Figure 1. Met2 routing (run 1).
Bar = 20 um. Cells faint in the background.
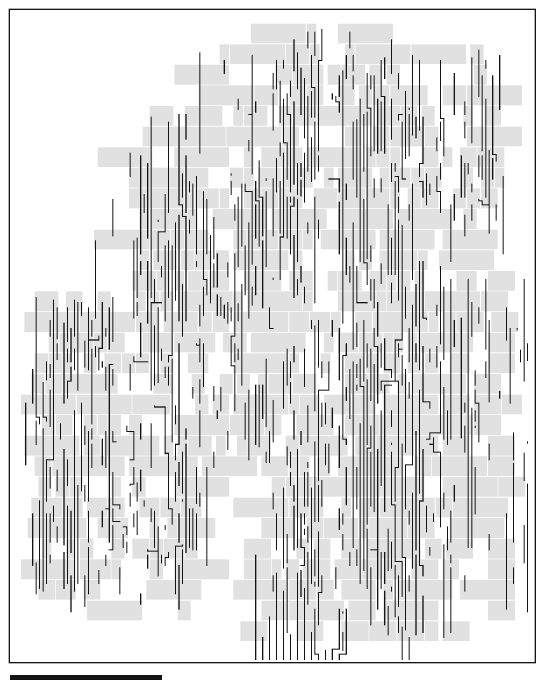
Figure 2. Met1 routing (run 1).
Bar = 20 um. Supply wires on this layer in grey. Cells faint in the background.
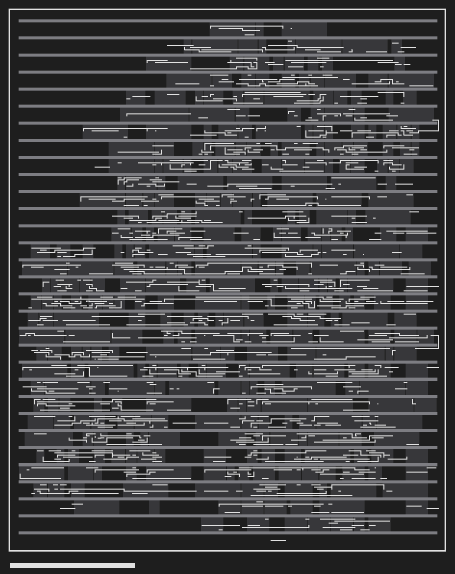
Figure 3. Routing congestion map (run 1).
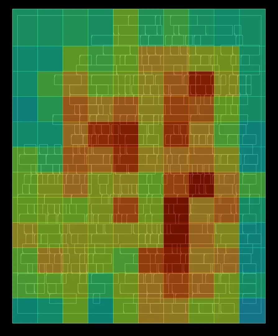
Figure 4. Cell sizes after repair (run 1).
Bar = 20 um.
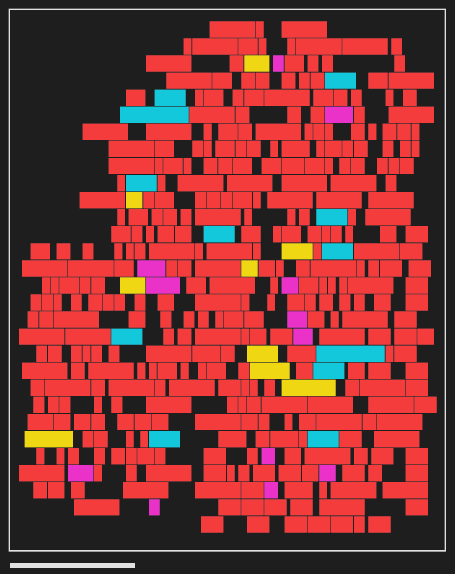
## src/rtl/alpha_pkg.sv

```systemverilog
// Shared constants for the ALPHA board bring-up logic:
// sequencer state encoding, default pickoff bits, step-index width helper.
package alpha_pkg;

   localparam logic [2:0] ST_WAIT = 3'd0;
   localparam logic [2:0] ST_FIRE = 3'd1;
   localparam logic [2:0] ST_BUSY = 3'd2;
   localparam logic [2:0] ST_NEXT = 3'd3;
   localparam logic [2:0] ST_DONE = 3'd4;

   localparam int DEFAULT_DELAY_PICKOFF   = 26;
   localparam int DEFAULT_TIMEOUT_PICKOFF = 20;

   function automatic int step_width(input int n);
      return (n > 1) ? $clog2(n) : 1;
   endfunction

endpackage

```

## src/rtl/alpha_bringup_sequencer_pickoff_counter.sv

```systemverilog
// Saturating up-counter that flags once bit PICKOFF is set and then holds.
// Ports: clock, clear (sync, wins), enable (count), expired (bit PICKOFF).
module pickoff_counter #(
   parameter int PICKOFF = 4
) (
   input  logic clock,
   input  logic clear,
   input  logic enable,
   output logic expired
);

   logic [PICKOFF:0] cnt_q;
   logic [PICKOFF:0] cnt_d;

   assign expired = cnt_q[PICKOFF];

   // Stops at the pickoff so a long wait can never wrap back to "not expired".
   always_comb begin
      cnt_d = cnt_q;
      if (clear) begin
         cnt_d = '0;
      end else if (enable && !cnt_q[PICKOFF]) begin
         cnt_d = cnt_q + (PICKOFF + 1)'(1);
      end
   end

   always_ff @(posedge clock) begin
      cnt_q <= cnt_d;
   end

endmodule

```

## src/rtl/alpha_bringup_sequencer.sv

```systemverilog
// Bring-up sequencer: walks NUM_STEPS ordered steps, each started after a
// power-of-two delay or a manual trigger, then waits for the engine to go
// idle (with timeout). Ports: clock100/reset (sync, active-high), restart,
// step_enable/manual_mask/step_busy per step, trigger_pulse, repeat_mode;
// outputs initiate (one-hot pulse), has_occurred/timed_out (sticky),
// current_step, done. All outputs are registered.
module alpha_bringup_sequencer
   import alpha_pkg::*;
#(
   parameter int NUM_STEPS       = 4,
   parameter int DELAY_PICKOFF   = DEFAULT_DELAY_PICKOFF,
   parameter int TIMEOUT_PICKOFF = DEFAULT_TIMEOUT_PICKOFF,
   parameter int STEP_W          = step_width(NUM_STEPS)
) (
   input  logic                 clock100,
   input  logic                 reset,
   input  logic [NUM_STEPS-1:0] step_enable,
   input  logic [NUM_STEPS-1:0] manual_mask,
   input  logic                 trigger_pulse,
   input  logic                 restart,
   input  logic                 repeat_mode,
   input  logic [NUM_STEPS-1:0] step_busy,
   output logic [NUM_STEPS-1:0] initiate,
   output logic [NUM_STEPS-1:0] has_occurred,
   output logic [NUM_STEPS-1:0] timed_out,
   output logic [STEP_W-1:0]    current_step,
   output logic                 done
);

   logic [2:0]           state_q, state_d;
   logic [STEP_W-1:0]    step_q, step_d;
   logic [NUM_STEPS-1:0] initiate_q, initiate_d;
   logic [NUM_STEPS-1:0] has_occurred_q, has_occurred_d;
   logic [NUM_STEPS-1:0] timed_out_q, timed_out_d;
   logic                 done_q, done_d;

   logic [NUM_STEPS-1:0] step_oh;
   logic cur_enable;
   logic cur_manual;
   logic cur_busy;
   logic last_step;
   logic delay_clear, delay_en, delay_expired;
   logic tmo_clear, tmo_en, tmo_expired;

   assign step_oh    = NUM_STEPS'(1) << step_q;
   assign cur_enable = |(step_enable & step_oh);
   assign cur_manual = |(manual_mask & step_oh);
   assign cur_busy   = |(step_busy & step_oh);
   assign last_step  = (step_q == STEP_W'(NUM_STEPS - 1));

   // Delay is held at zero outside WAIT so every WAIT entry starts fresh,
   // including the re-armed last step in repeat mode.
   assign delay_clear = reset | restart | (state_q != ST_WAIT);
   assign tmo_clear   = reset | restart | (state_q == ST_FIRE);

   pickoff_counter #(
      .PICKOFF (DELAY_PICKOFF)
   ) u_delay (
      .clock   (clock100),
      .clear   (delay_clear),
      .enable  (delay_en),
      .expired (delay_expired)
   );

   pickoff_counter #(
      .PICKOFF (TIMEOUT_PICKOFF)
   ) u_timeout (
      .clock   (clock100),
      .clear   (tmo_clear),
      .enable  (tmo_en),
      .expired (tmo_expired)
   );

   always_comb begin
      state_d     = state_q;
      step_d      = step_q;
      timed_out_d = timed_out_q;
      delay_en    = 1'b0;
      tmo_en      = 1'b0;

      case (state_q)
         ST_WAIT: begin
            if (!cur_enable) begin
               state_d = ST_NEXT;
            end else if (cur_manual) begin
               if (trigger_pulse) begin
                  state_d = ST_FIRE;
               end
            end else if (delay_expired) begin
               state_d = ST_FIRE;
            end else begin
               delay_en = 1'b1;
            end
         end
         ST_FIRE: begin
            state_d = ST_BUSY;
         end
         ST_BUSY: begin
            if (!cur_busy) begin
               state_d = ST_NEXT;
            end else if (tmo_expired) begin
               timed_out_d = timed_out_q | step_oh;
               state_d     = ST_NEXT;
            end else begin
               tmo_en = 1'b1;
            end
         end
         ST_NEXT: begin
            if (last_step) begin
               state_d = ST_DONE;
            end else begin
               step_d  = step_q + STEP_W'(1);
               state_d = ST_WAIT;
            end
         end
         ST_DONE: begin
            if (repeat_mode) begin
               step_d  = STEP_W'(NUM_STEPS - 1);
               state_d = ST_WAIT;
            end
         end
         default: begin
            state_d = ST_WAIT;
         end
      endcase

      // Outputs are registered from the next state so the pulse and the
      // sticky flag line up with the FIRE cycle itself.
      initiate_d     = (state_d == ST_FIRE) ? step_oh : '0;
      has_occurred_d = has_occurred_q | initiate_d;
      done_d         = (state_d == ST_DONE);
   end

   // Restart behaves exactly like reset and overrides everything else.
   always_ff @(posedge clock100) begin
      if (reset || restart) begin
         state_q        <= ST_WAIT;
         step_q         <= '0;
         initiate_q     <= '0;
         has_occurred_q <= '0;
         timed_out_q    <= '0;
         done_q         <= 1'b0;
      end else begin
         state_q        <= state_d;
         step_q         <= step_d;
         initiate_q     <= initiate_d;
         has_occurred_q <= has_occurred_d;
         timed_out_q    <= timed_out_d;
         done_q         <= done_d;
      end
   end

   assign initiate     = initiate_q;
   assign has_occurred = has_occurred_q;
   assign timed_out    = timed_out_q;
   assign current_step = step_q;
   assign done         = done_q;

endmodule

```

## config.mk

```make
export PLATFORM = sky130hd
export DESIGN_NAME = alpha_bringup_sequencer
export DESIGN_NICKNAME = d
export VERILOG_FILES = /design/src/rtl/alpha_pkg.sv /design/src/rtl/alpha_bringup_sequencer_pickoff_counter.sv /design/src/rtl/alpha_bringup_sequencer.sv
export SDC_FILE = /design/constraint.sdc
export NUM_CORES = 1
export LEC_CHECK = 0
export ABC_CLOCK_PERIOD_IN_PS = 4250
export CAP_MARGIN = 30
export CORE_ASPECT_RATIO = 1.25
export CORE_UTILIZATION = 55
export DETAILED_ROUTE_END_ITERATION = 10
export PLACE_DENSITY = 0.89
export SLEW_MARGIN = 10
export SYNTH_ARGS = -nofsm -noshare
export SYNTH_HDL_FRONTEND = slang
export SYNTH_HIERARCHICAL = 1
export SYNTH_SLANG_ARGS = --single-unit
```

## constraint.sdc

```tcl
create_clock -name clock100 -period 4.25 [get_ports clock100]
set_input_delay 0.425 -clock clock100 [delete_from_list [all_inputs] [get_ports clock100]]
set_output_delay 0.425 -clock clock100 [all_outputs]
set_load 0.02 [all_outputs]
```

==> flow_summary.toml, run 1 <==
# physical design summary
[detailed_routing]
routed_wl_mm = 6.37
routed_via_density = 5.94
drt-met1-wl_mm = 2.73
dr.pass1.iters = 4
post-route-drc-count = 0
highest_layer = "met4"
wl_per_cell_um = 14.3
wl_met3_um = 189
dr.first_iter.drc_count = 108
vias = 2638
antenna_left = 0
dr_wl_met2_mm = 3.26

[critical_path]
cp_max_fo = 12
path_buffers = 1
cp.required_ns = 4.52
startpoint = "current_step[0]$_SDFFE_PP0P_"
cp.depth = 9
endpoint = "u_delay/cnt_q[26]$_SDFFE_PP0P_"
rrSetupSlack_ns = 0.89
cp_slowest_stage_delay_ns = 0.72
cpLargestDelayFamily = "simple AND/OR/NAND/NOR gates"
critical_path.most_common_cell = "or4_1"
timing.rr.start = "current_step[0]$_SDFFE_PP0P_"
rr_endpoint = "u_delay/cnt_q[26]$_SDFFE_PP0P_"
path_cells = "inv_1, ha_1, a22oi_1, nand2_1, a211oi_1, nand3b_1, or4_1, or4_1, a21oi_1"
end_kind = "register"
reg2reg_depth = 9

[grt]
grt_first_pass_wirelength_mm = 11.1
use_met3 = 0.0458
grt_use_met2 = 0.400
grt_util_all_layers = 0.229
grt_overflow_total = 0

[logic_synthesis]
ys.flops = 66
flop_cell = "dfxtp_1"
common_cells = "dfxtp_1, nor2_1, a21oi_1"
syn_inst = 347
synth.largest_area_cell = "dfxtp_1"
ys_area_um2 = 3110
ys_seq_frac = 0.425
yosys_warnings = 6
syn_area_per_cell_um2 = 8.96
top_area_frac = 0.425
syn_area_um2 = 3110
ys_cells = 347
top_cell = "dfxtp_1"
ys_types = 53

[power]
switching_power_w = 0.000275
p_int_w = 0.000995
power_density_nw_per_um2 = 350
combPwrFrac = 0.050
switching_share = 0.216
p_leak_nw = 1.23
clkPwrFrac = 0.456

[final_timing]
setup_viol = 0
finalCriticalPeriod_ns = 3.36
fin_skew_ns = 0.0109
rsz0062_at_grt = "false"
relSlewSlack = 0.547
tightest_slew_ns = 0.678
fmax_ghz = 0.297
period_used_share = 0.791
slew_violations = 0
finalSetupTns_ns = 0

[cts]
cts.clk_slew.worst_paths_ns = 0.07
clockBufferDepth = 2
clock_sinks = 66
root_buffer = "clkbuf_8"
cts_resized = 0
cts_setup_buffers = 0
cts_buffers = 9
hold_buffers = 0

[min_path]
hp-class = "reg -> reg"

[finish]
layout-drive-gt1-share = 0.0868
stdcell_count = 444
nNetsFinal = 398

[job]
maxCapViolations = 0
tool_warnings = 29

[die]
die_h_um = 86.1
ioPinCount = 32
rows = 30
dieArea_um2 = 5960
initCoreUtil = 0.571

[place]
dpl.hpwl_mm = 4.39
port_buffers = 31

[status]
status = "finished, final reports clean"
## Picture notes: Figure 1
longest straight run: 35.4 um
nets with wire on the layer: 350
wire length on this layer: 3,260 um
share of all routed wire: 51%
main direction: vertical

## Picture notes: Figure 2
share of all routed wire: 43%
wire length on this layer: 2,730 um
longest straight run: 20.2 um
nets with wire on the layer: 366
main direction: horizontal

## Picture notes: Figure 3
Core Util, Final: 0.667
M1 GR Usage: 0.259
GRT busiest layer: met2

## Picture notes: Figure 4
[_3 and _4 cells] yellow | cells: 9
[_2 cells] magenta | cells: 12
[_0 and _1 cells] red | cells: 347 | most used: dfxtp_1
[_6 and larger] cyan | cells: 12 | most used: clkbuf_8

## run 1: metrics by stage
step / power, W / setup WS [ns] / cell area, um^2 / util / hold slack [ns]
after floorplan: 0.000679 / 1.19 / 3110 / - / 0.458
after global placement: 0.000703 / 1.04 / 3410 / 0.627 / 0.451
after detailed placement: 0.000704 / 0.955 / 3410 / 0.627 / 0.456
after CTS: 0.00128 / 0.893 / 3630 / 0.667 / 0.475
after global routing: 0.00131 / 0.662 / 3630 / 0.667 / 0.487
final: 0.00127 / 0.888 / 3630 / 0.667 / 0.472
## run 1: area by class of cell
class | instances | area (um^2)
Clock buffer | 11 | 141
Multi-Input combinational cell | 258 | 1660
Sequential cell | 66 | 1320
Fill cell | 447 | 1810
Timing Repair Buffer | 32 | 318
Inverter | 8 | 30.0
Tap cell | 64 | 80.1
Clock inverter | 5 | 77.6
## run 1: registers in the layout, summed over array words and instances, names as in the netlist
| name | count |
|---|---|
| has_occurred | 4 |
| state_q | 3 |
| u_delay/cnt_q | 27 |
| current_step | 2 |
| done | 1 |
| u_timeout/cnt_q | 21 |
| initiate | 4 |
| timed_out | 4 |
## run 1: kinds of logic (layout without fill, tap and decap cells)
| kind of cell | after synthesis | after routing | share of synthesized area |
|---|---|---|---|
| xor gates and xnor gates | 24 | 24 | 0.0676 |
| buffers and inverters | 23 | 56 | 0.0402 |
| and+or+nand+nor | 159 | 159 | 0.299 |
| AOI/OAI and AO/OA | 64 | 64 | 0.127 |
| muxes | 5 | 5 | 0.0169 |
| adders and majority gates | 6 | 6 | 0.0241 |
| DFF | 66 | 66 | 0.425 |
## run 1: layout by cell type (no fill, tap or decap), types with 9 or more instances in the layout
cell type         n
a21oi_1          27
xor2_1           16
and3_1            9
dfxtp_1          66
clkdlybuf4s50_1  31
clkbuf_8         10
o21ai_0          16
nor2_1           38
nand2_1          20
nand3_1          18
or3_1            14
nand4_1          14
## run 1: worst reg2reg max path, delay by kind of cell (launching register included)
family / cells / cell delay (ns)
AOI/OAI and AO/OA: 3 / 0.87
adders and majority gates: 1 / 0.30
buffers and inverters: 1 / 0.10
DFF: 1 / 0.44
and+or+nand+nor: 4 / 1.58
## run 1: worst min path at each step
stage,start,end,slack (ns),depth (start not counted)
floorplan,u_delay/cnt_q[12]$_SDFFE_PP0P_,u_delay/cnt_q[12]$_SDFFE_PP0P_,0.46,2
global route,has_occurred[3]$_SDFF_PP0_,has_occurred[3]$_SDFF_PP0_,0.49,1
detailed placement,timed_out[2]$_SDFFE_PP0P_,timed_out[2]$_SDFFE_PP0P_,0.46,2
global placement,has_occurred[1]$_SDFF_PP0_,has_occurred[1]$_SDFF_PP0_,0.45,1
CTS,has_occurred[0]$_SDFF_PP0_,has_occurred[0]$_SDFF_PP0_,0.48,1
finish,has_occurred[0]$_SDFF_PP0_,has_occurred[0]$_SDFF_PP0_,0.47,1
## run 1: power by group through the flow
stage | Sequential [W] | Combinational [W] | Clock (W)
floorplan | 0.000640 | 0.0000385 | 0
CTS | 0.000628 | 0.0000630 | 0.000585
detailed placement | 0.000642 | 0.0000617 | 0
global placement | 0.000642 | 0.0000607 | 0
global route | 0.000629 | 0.0000690 | 0.000612
finish | 0.000628 | 0.0000630 | 0.000579
Figure 5. Layout detail (run 1).
Bar = 10 um. Window x 15 to 55, y 6 to 46 um. Cells in grey, sequential cells in the stronger grey; small squares are vias.
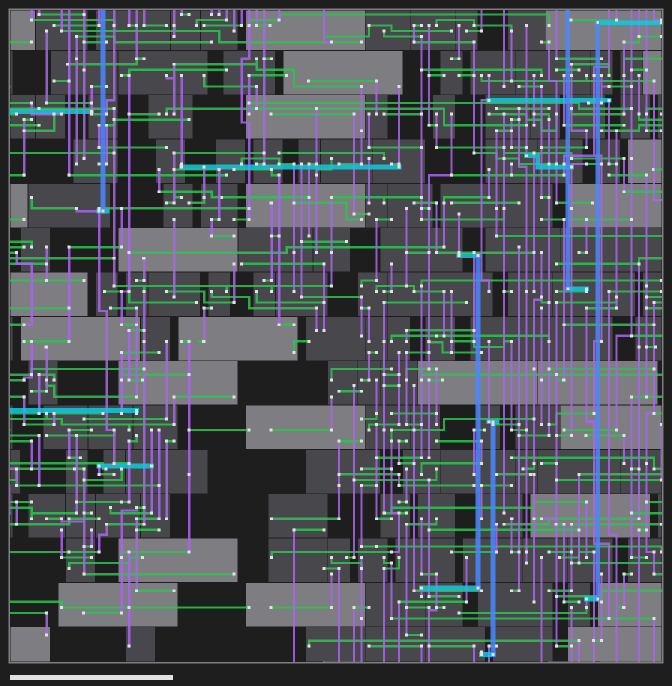

==> run 1 -> run 2 <==
--- a/config.mk
+++ b/config.mk
@@ -5,12 +5,12 @@
 export SDC_FILE = /design/constraint.sdc
 export NUM_CORES = 1
 export LEC_CHECK = 0
-export ABC_CLOCK_PERIOD_IN_PS = 4250
+export ABC_CLOCK_PERIOD_IN_PS = 2900
 export CAP_MARGIN = 30
 export CORE_ASPECT_RATIO = 1.25
-export CORE_UTILIZATION = 55
+export CORE_UTILIZATION = 51
 export DETAILED_ROUTE_END_ITERATION = 10
-export PLACE_DENSITY = 0.89
+export PLACE_DENSITY = 0.87
 export SLEW_MARGIN = 10
 export SYNTH_ARGS = -nofsm -noshare
 export SYNTH_HDL_FRONTEND = slang
==> constraint.sdc (replaced) <==
create_clock -name clock100 -period 2.9 [get_ports clock100]
set_input_delay 0.29 -clock clock100 [delete_from_list [all_inputs] [get_ports clock100]]
set_output_delay 0.29 -clock clock100 [all_outputs]
set_load 0.02 [all_outputs]
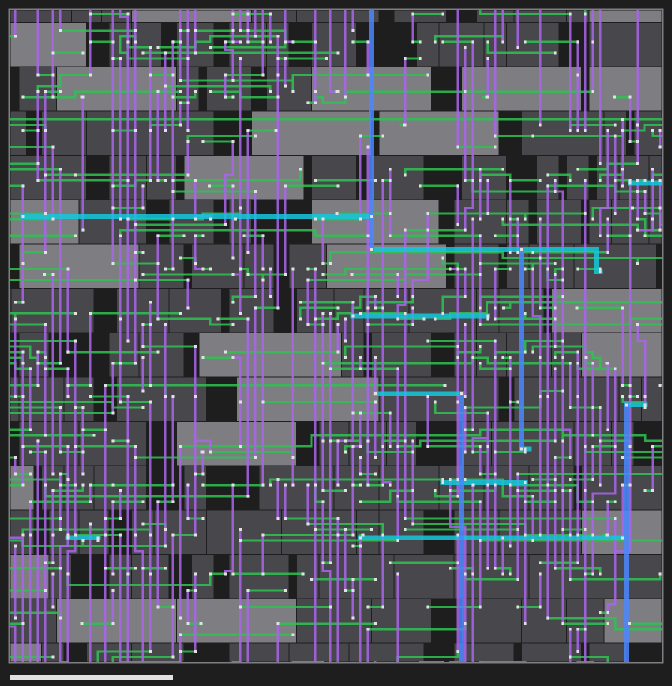
Figure 6: run 2, layout detail.
Bar = 10 um. Window x 16 to 56, y 7 to 47 um. Cells in grey, sequential cells in the stronger grey; small squares are vias.
[metal 3] cyan
[metal 2] purple
[metal 1] green
[metal 4] blue
cells with their middle in the window: 142
most frequent: dfxtp_1 (17), nor2_1 (16), buf_4 (10)
sequential cells in the window: 20
netlist names of flops here include: u_delay/cnt_q (10), state_q (3), u_timeout/cnt_q (3)

==> flow_summary.toml, run 2 <==
# physical design summary
[status]
status = "finished, final reports clean"

[finish]
seqCellArea_um2 = 1330
nNetsFinal = 411
mostFrequentLayoutCell = "dfxtp_1"
largest_reg_flops = 27
comb_area_um2 = 1700
layout_top_cells = "dfxtp_1, nor2_1, clkdlybuf4s50_1"

[logic_synthesis]
ys_seq_frac = 0.425
ys.flops = 66
syn_inst = 347
syn_area_um2 = 3110
top_cell = "dfxtp_1"
ys_cells = 347
top_area_frac = 0.425
common_cells = "dfxtp_1, nor2_1, a21oi_1"

[die]
initCoreUtil = 0.534
die_h_um = 89.3
ioPinCount = 32
dieArea_um2 = 6410

[final_timing]
finalSetupTns_ns = 0
finalCriticalPeriod_ns = 2.83
timing.hold.ws_ns = 0.471
setup_viol = 0
relSlewSlack = 0.547
fin_skew_ns = 0.0126

[cts]
cts.clk_slew.worst_paths_ns = 0.08
root_buffer = "clkbuf_8"
clockBufferDepth = 2

[critical_path]
cp.required_ns = 3.12
cp_max_fo = 6
path_buffers = 1
end_kind = "register"

[detailed_routing]
vias = 2698
antenna_left = 0
dr.pass1.iters = 4
routed_via_density = 5.88
wl_per_cell_um = 14.5
routed_wl_mm = 6.64

[job]
tool_warnings = 29

[place]
port_buffers = 31

[grt]
grt_first_pass_wirelength_mm = 11.0
grt_overflow_total = 0
==> run 2: cell counts after synthesis <==
No cell type changed its count.
==> run 2: cell type report <==
cell class | instances | area share
clock buffer | 10 | 0.0366
inverter | 8 | 0.00798
multi-input combinational | 258 | 0.453
clock inverter | 6 | 0.0176
tap | 66 | 0.0219
timing repair buffer | 45 | 0.110
sequential | 66 | 0.354
==> run 2: power breakdown <==
part / switching, W / internal (W)
Clock: 0.000355 / 0.000420
Sequential: 0.00000360 / 0.000910
Combinational: 0.0000592 / 0.0000493
Total: 0.000417 / 0.00138
==> run 2: per-layer routing <==
metal | vias to the layer above | track usage | routed length [um]
li1 | 1333 | - | -
met1 | 1303 | 0.253 | 2880
met2 | 49 | 0.392 | 3440
met3 | 13 | 0.0519 | 202
met4 | 0 | 0.0856 | 109
met5 | - | 0 | 0
==> run 2: kinds of logic after synthesis <==
family                     Yosys count  share of synthesized area
AOI/OAI and AO/OA                   64                      0.127
xor gates and xnor gates            24                     0.0676
adders and majority gates            6                     0.0241
buffers and inverters               23                     0.0402
DFF                                 66                      0.425
muxes                                5                     0.0169
and+or+nand+nor                    159                      0.299
==> run 2: metrics by stage <==
stage / instance area, um^2 / util / total power (W) / setup slack, ns / std cells
floorplan: 3130 / - / 0.000999 / 0.0737 / 347
global placement: 3500 / 0.602 / 0.00104 / 0.123 / 440
detailed placement: 3500 / 0.602 / 0.00104 / -0.00771 / 440
CTS: 3700 / 0.637 / 0.00181 / 0.0519 / 456
global route: 3760 / 0.647 / 0.00186 / -0.0452 / 459
finish: 3760 / 0.647 / 0.00180 / 0.0665 / 459
==> run 2: timing repair <==
item / 4_1_cts / 5_1_grt
hold buffers: 0 / 0
setup endpoints to repair: 0 / 10
setup buffers: 0 / 3
gates resized: 0 / 9
hold endpoints to repair: 0 / 0
==> run 2: worst paths after layout <==
kind         cells after the start                          from                             end  slack [ns]
max                              9  current_step[1]$_SDFFE_PP0P_  u_delay/cnt_q[25]$_SDFFE_PP0P_        0.07
min reg2reg                      1    has_occurred[0]$_SDFF_PP0_      has_occurred[0]$_SDFF_PP0_        0.47
min                              1    has_occurred[0]$_SDFF_PP0_      has_occurred[0]$_SDFF_PP0_        0.47
max reg2reg                      9  current_step[1]$_SDFFE_PP0P_  u_delay/cnt_q[25]$_SDFFE_PP0P_        0.07
==> run 2 -> run 3 <==
--- a/config.mk
+++ b/config.mk
@@ -9,6 +9,7 @@
 export CAP_MARGIN = 30
 export CORE_ASPECT_RATIO = 1.25
 export CORE_UTILIZATION = 51
+export CTS_CLUSTER_SIZE = 30
 export DETAILED_ROUTE_END_ITERATION = 10
 export PLACE_DENSITY = 0.87
 export SLEW_MARGIN = 10
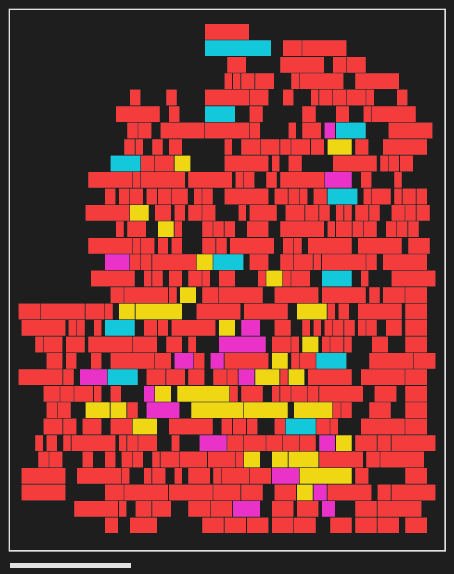
Figure 7: run 3, cell sizes after repair.
Bar = 20 um.
[_0 and _1 cells] red | cells: 336 | most used: dfxtp_1
[_2 cells] magenta | cells: 17 | most used: a22oi_2
[_3 and _4 cells] yellow | cells: 29 | most used: buf_4
[_6 and larger] cyan | cells: 11 | most used: clkbuf_8

==> flow_summary.toml, run 3 <==
# physical design summary
[job]
tool_warnings = 29

[grt]
grt_overflow_total = 0
grt_use_met2 = 0.392
top_usage_layer = "met2"
grt_first_pass_wirelength_mm = 11.0
use_met3 = 0.0519

[cts]
root_buffer = "clkbuf_8"
cts.clk_slew.worst_paths_ns = 0.08
hold_buffers = 0

[logic_synthesis]
syn_area_um2 = 3110
syn_inst = 347
top_cell = "dfxtp_1"
top_area_frac = 0.425
common_cells = "dfxtp_1, nor2_1, a21oi_1"

[critical_path]
startpoint = "current_step[1]$_SDFFE_PP0P_"
timing.rr.start = "current_step[1]$_SDFFE_PP0P_"
cp.required_ns = 3.12
cp_max_fo = 6
rr_endpoint = "u_delay/cnt_q[25]$_SDFFE_PP0P_"
end_kind = "register"

[die]
die_h_um = 89.3
dieArea_um2 = 6410
initCoreUtil = 0.534

[min_path]
hp-start = "has_occurred[0]$_SDFF_PP0_"

[detailed_routing]
antenna_left = 0
dr.pass1.iters = 4
wl_per_cell_um = 14.5
vias = 2698
routed_via_density = 5.88

[final_timing]
setup_viol = 0
fin_skew_ns = 0.0126
relSlewSlack = 0.547
finalSetupTns_ns = 0

[power]
total_power_w = 0.00180

[place]
pre_cts_ws_ns = -0.00771

[finish]
fin_area_um2 = 3760
mostFrequentLayoutCell = "dfxtp_1"
nNetsFinal = 411
largest_reg_flops = 27

[status]
status = "finished, final reports clean"
run 3: critical path: stages (launching register included):
cell and delay, ns:
dfxtp_4 0.38, inv_1 0.06, ha_1 0.23, a22oi_2 0.20, nand2_2 0.12, a211oi_4 0.31, nand4b_2 0.16, or4_4 0.61
nor4_4 0.30, mux2_1 0.34
run 3: through the flow:
stage / cells / utilization
CTS: 456 / 0.637
finish: 459 / 0.647
global placement: 440 / 0.602
floorplan: 347 / -
detailed placement: 440 / 0.602
global route: 459 / 0.647
run 3: how the worst max path moves through the flow:
stage | end | slack [ns]
6_report | u_delay/cnt_q[25]$_SDFFE_PP0P_ | 0.07
3_3_place_gp | u_delay/cnt_q[25]$_SDFFE_PP0P_ | 0.12
2_1_floorplan | u_delay/cnt_q[25]$_SDFFE_PP0P_ | 0.07
3_5_place_dp | u_delay/cnt_q[22]$_SDFFE_PP0P_ | -0.008
5_1_grt | u_delay/cnt_q[25]$_SDFFE_PP0P_ | -0.05
4_1_cts | u_delay/cnt_q[22]$_SDFFE_PP0P_ | 0.05
run 3: layout make-up:
type / count / area, um^2
clock buffer: 10 / 138
clock inverter: 6 / 66.3
fill: 469 / 2060
inverter: 8 / 30.0
multi-input combinational: 258 / 1700
sequential: 66 / 1330
tap: 66 / 82.6
timing repair buffer: 45 / 413
run 3: logic make-up after synthesis:
kind of cell,count (synthesis),share of synthesized area
AND/OR/NAND/NOR,159,0.299
AND-OR/OR-AND,64,0.127
multiplexers,5,0.0169
adder cells (fa/ha/maj),6,0.0241
flip-flops,66,0.425
buffers and inverters,23,0.0402
XOR/XNOR,24,0.0676
run 3: report_power, final:
| group | switching [W] | internal (W) |
|---|---|---|
| clock network | 0.000355 | 0.000420 |
| registers | 0.00000360 | 0.000910 |
| logic | 0.0000592 | 0.0000493 |
| total | 0.000417 | 0.00138 |
run 3: what timing repair did:
action	CTS	global route
setup buffers	0	3
endpoints found under the setup margin	0	10
gates resized	0	9
run 3: per-layer routing:
| layer | part of all wire | up-vias | routed length, um |
|---|---|---|---|
| li1 | - | 1333 | - |
| met1 | 0.43 | 1303 | 2880 |
| met2 | 0.52 | 49 | 3440 |
| met3 | 0.030 | 13 | 202 |
| met4 | 0.016 | 0 | 109 |
| met5 | 0 | - | 0 |
Power and IR drop assume default switching activity.
